<file path="src/rtl/nibble_serial_adder.sv">
// 16-bit adder that reuses one 4-bit add slice over four cycles, least-significant
// nibble first, with a start/busy/done handshake and signed-overflow detection.

module adder4 (
  input  logic       carryin,
  input  logic [3:0] x,
  input  logic [3:0] y,
  output logic [3:0] s,
  output logic       carryout
);
  assign {carryout, s} = {1'b0, x} + {1'b0, y} + {4'b0000, carryin};
endmodule

module nibble_serial_adder (
  input  logic        clk,
  input  logic        rst_n,
  input  logic        start,
  input  logic [15:0] a,
  input  logic [15:0] b,
  input  logic        cin,
  output logic        busy,
  output logic        done,
  output logic [15:0] sum,
  output logic        cout,
  output logic        ovf
);
  typedef enum logic [1:0] {
    IDLE = 2'b00,
    RUN  = 2'b01,
    DONE = 2'b10
  } state_t;

  state_t      state_q, state_d;
  logic [1:0]  idx_q, idx_d;
  logic        carry_q, carry_d;
  logic [15:0] a_q, a_d;
  logic [15:0] b_q, b_d;
  logic [15:0] sum_q, sum_d;
  logic        cout_q, cout_d;
  logic        ovf_q, ovf_d;

  logic [3:0]  nib_a, nib_b, slice_s;
  logic        slice_co;

  // Operand nibble selected by the current index feeds the single shared slice.
  always_comb begin
    nib_a = a_q[3:0];
    nib_b = b_q[3:0];
    case (idx_q)
      2'd0: begin nib_a = a_q[3:0];   nib_b = b_q[3:0];   end
      2'd1: begin nib_a = a_q[7:4];   nib_b = b_q[7:4];   end
      2'd2: begin nib_a = a_q[11:8];  nib_b = b_q[11:8];  end
      default: begin nib_a = a_q[15:12]; nib_b = b_q[15:12]; end
    endcase
  end

  adder4 u_slice (
    .carryin  (carry_q),
    .x        (nib_a),
    .y        (nib_b),
    .s        (slice_s),
    .carryout (slice_co)
  );

  always_comb begin
    state_d = state_q;
    idx_d   = idx_q;
    carry_d = carry_q;
    a_d     = a_q;
    b_d     = b_q;
    sum_d   = sum_q;
    cout_d  = cout_q;
    ovf_d   = ovf_q;
    case (state_q)
      IDLE: begin
        if (start) begin
          a_d     = a;
          b_d     = b;
          carry_d = cin;
          sum_d   = 16'h0000;
          idx_d   = 2'd0;
          state_d = RUN;
        end
      end
      RUN: begin
        carry_d = slice_co;
        idx_d   = idx_q + 2'd1;
        case (idx_q)
          2'd0: sum_d[3:0]   = slice_s;
          2'd1: sum_d[7:4]   = slice_s;
          2'd2: sum_d[11:8]  = slice_s;
          default: sum_d[15:12] = slice_s;
        endcase
        if (idx_q == 2'd3) begin
          // Final sum bit 15 is the slice's top bit on this edge.
          cout_d  = slice_co;
          ovf_d   = (a_q[15] == b_q[15]) && (slice_s[3] != a_q[15]);
          state_d = DONE;
        end
      end
      DONE:    state_d = IDLE;
      default: state_d = IDLE;
    endcase
  end

  always_ff @(posedge clk or negedge rst_n) begin
    if (!rst_n) begin
      state_q <= IDLE;
      idx_q   <= 2'd0;
      carry_q <= 1'b0;
      a_q     <= 16'h0000;
      b_q     <= 16'h0000;
      sum_q   <= 16'h0000;
      cout_q  <= 1'b0;
      ovf_q   <= 1'b0;
    end else begin
      state_q <= state_d;
      idx_q   <= idx_d;
      carry_q <= carry_d;
      a_q     <= a_d;
      b_q     <= b_d;
      sum_q   <= sum_d;
      cout_q  <= cout_d;
      ovf_q   <= ovf_d;
    end
  end

  assign busy = (state_q == RUN);
  assign done = (state_q == DONE);
  assign sum  = sum_q;
  assign cout = cout_q;
  assign ovf  = ovf_q;
endmodule

</file>
<file path="config.mk">
export PLATFORM = sky130hd
export DESIGN_NAME = nibble_serial_adder
export DESIGN_NICKNAME = d
export VERILOG_FILES = /design/src/rtl/nibble_serial_adder.sv
export SDC_FILE = /design/constraint.sdc
export NUM_CORES = 1
export LEC_CHECK = 0
export ABC_AREA = 1
export CAP_MARGIN = 5
export CORE_MARGIN = 5
export CORE_UTILIZATION = 55
export DETAILED_ROUTE_END_ITERATION = 6
export HOLD_SLACK_MARGIN = 0.1
export PLACE_DENSITY_LB_ADDON = 0.08
export SLEW_MARGIN = 20
export SYNTH_ARGS = -nofsm -noshare
export SYNTH_HDL_FRONTEND = slang
export SYNTH_HIERARCHICAL = 1
export SYNTH_SLANG_ARGS = --single-unit
</file>
<file path="constraint.sdc">
create_clock -name clk -period 5 [get_ports clk]
set_input_delay 0.5 -clock clk [delete_from_list [all_inputs] [get_ports clk]]
set_output_delay 0.5 -clock clk [all_outputs]
set_load 0.02 [all_outputs]
</file>
==> run summary <==
Status - finished clean
Floorplan net count - 392
ClkCell Share - 3.45%
Combinational gates - 246
RSZ-0062 raised after global routing - false
Reg power frac - 32.6%
Yosys cell types - 18
Post-layout period usage - 60.3%
Cell area after synthesis - 2760 um^2
Ys cells - 346
Worst-path maximum fanout - 34
Cell Pwr Density - 708 nW/um^2
Pre-Repair DR Iteration Count - 4
Tapcell count - 67
Area leader share - 50.0%
FMAX - 0.332 GHz
Bufs on Longest Clock Path - 2
Fin crit period - 3.02 ns
Setup CP Type - register to output port
Setup-failing EPs final - 0
XOR Share, Synth - 0.318%
Sequential group power - 786 uW
Ant diodes - 0
CTS Buf Count - 5
Hpwl dp - 4320 um
Met3 Usage GRT - 3.99%
Slowest-stage cell, CP - dfrtp_1
Register-to-Register Setup Slack - 2.06 ns
# clk buffers - 6
Maximum vdd drop - 0.000346 V
Post-Synthesis Cells - 346
RePlAce Congestion - 0.814
Fill cells - 427
Top Layout Cells - 123 x nand2_1, 59 x nand3_1, 55 x dfrtp_1
# clock sinks - 55
PortBufs - 55
Hold Vio Cnt, Final - 0
Layout cell share with drive strength beyond 1 - 4.10%
Setup crit end - busy
DR WL met2 - 3110 um
Worst r2r src - idx_q[1]
Number of antenna-violating nets in the routed design - 0
Critical path's largest stage delay - 0.82 ns
Detailed-route via count - 2,380
CP Depth - 3
R2R Path End - sum[2]
Max power group - combinational logic
Seq Cell Count - 55
PostCTS Resize Cnt - 0
Dpl cells - 449
Clock power share - 12.5%
Critical path cell sequence - inv_2, nor2_2, clkdlybuf4s50_1
Most used routing layer - met2
Clk pin slew, worst setup/hold paths - 0.10 ns
Post-Layout Cell Count - 457
Logic share of the area - 34.7%
Syn_area_per_cell - 7.96 um^2
TritonCTS clock tree - yes
Syn. warnings - 6
**Cell classes on the final placement**

Scale: 6 px per um. Fill, decap, tap and diode cells in grey.
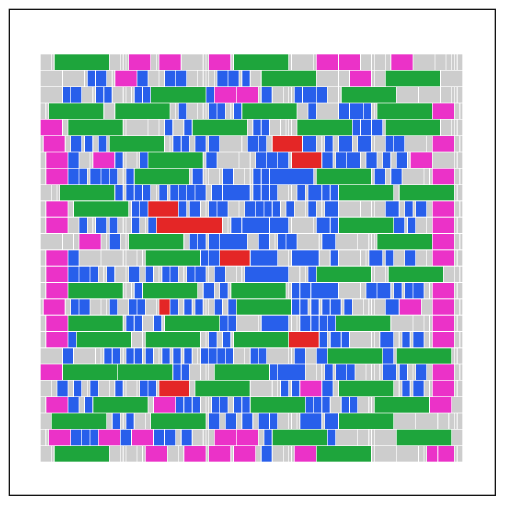
Key: green = sequential cells [cells 55, share of their area 41%]; red = clock drivers and dummy loads [cells 8, share of their area 3.5%]; blue = remaining logic cells [cells 271, share of their area 38%]; magenta = remaining buffers and delay cells [cells 56, share of their area 17%]
fin area: 3410 um^2
Core Util, Final: 71.2%
num rows: 25
Seq area share: 40.4%
Core ar.: 4790 um^2

**Congestion heat map**

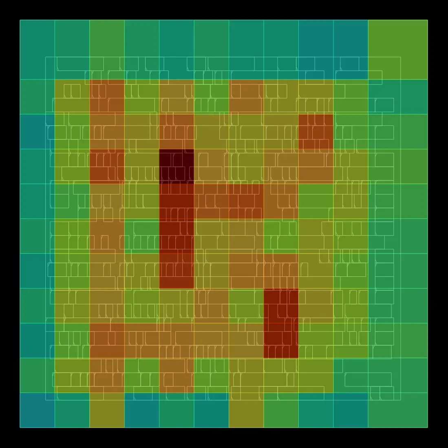
gr usage total: 21.0%
M2 GR Usage: 36.4%
GR Util met1: 26.3%

**Clock network drawn from the DEF**

Scale: 8 px per um.
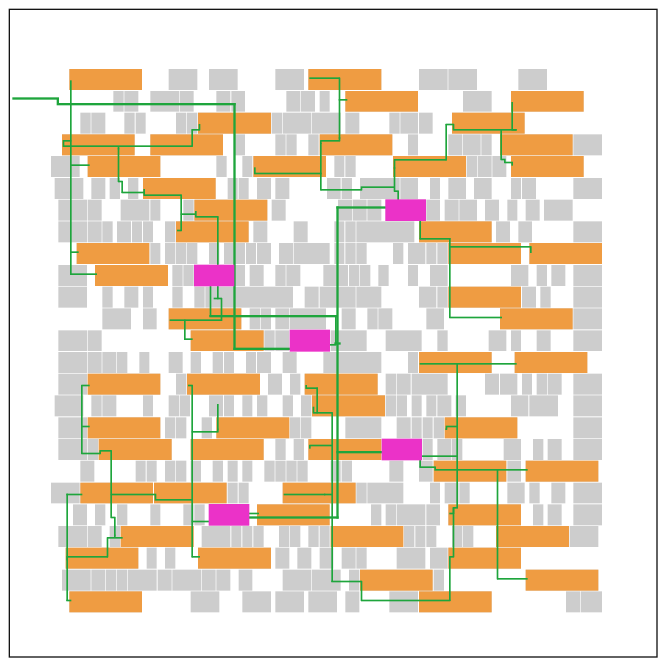
Key: magenta = clock-net drivers [count 5]; green = clock wires [length 624 um]; orange = flip-flops [count 55]
Position of the flops: widely spread. There are 6 routed clock nets.
worst skew pair latency: 0.31 ns
Layout Skew: 0.00833 ns
Power Clock: 302 uW

**Where the registers sit**

Scale: 6 px per um. Other sequential cells in the stronger grey, the rest of the logic in the fainter grey.
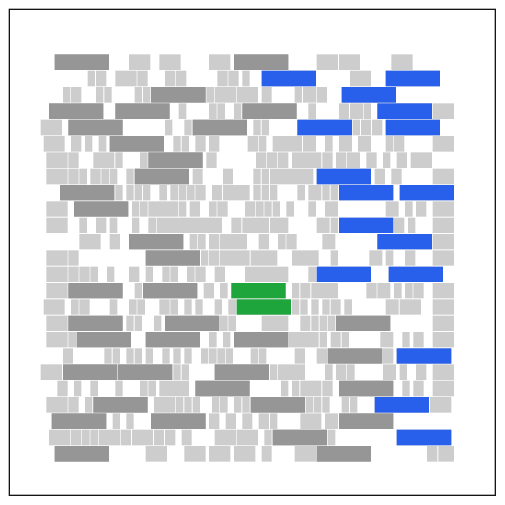
Key: blue = sum [flops 16]; green = idx_q [flops 2]

Power and IR drop assume default switching activity.
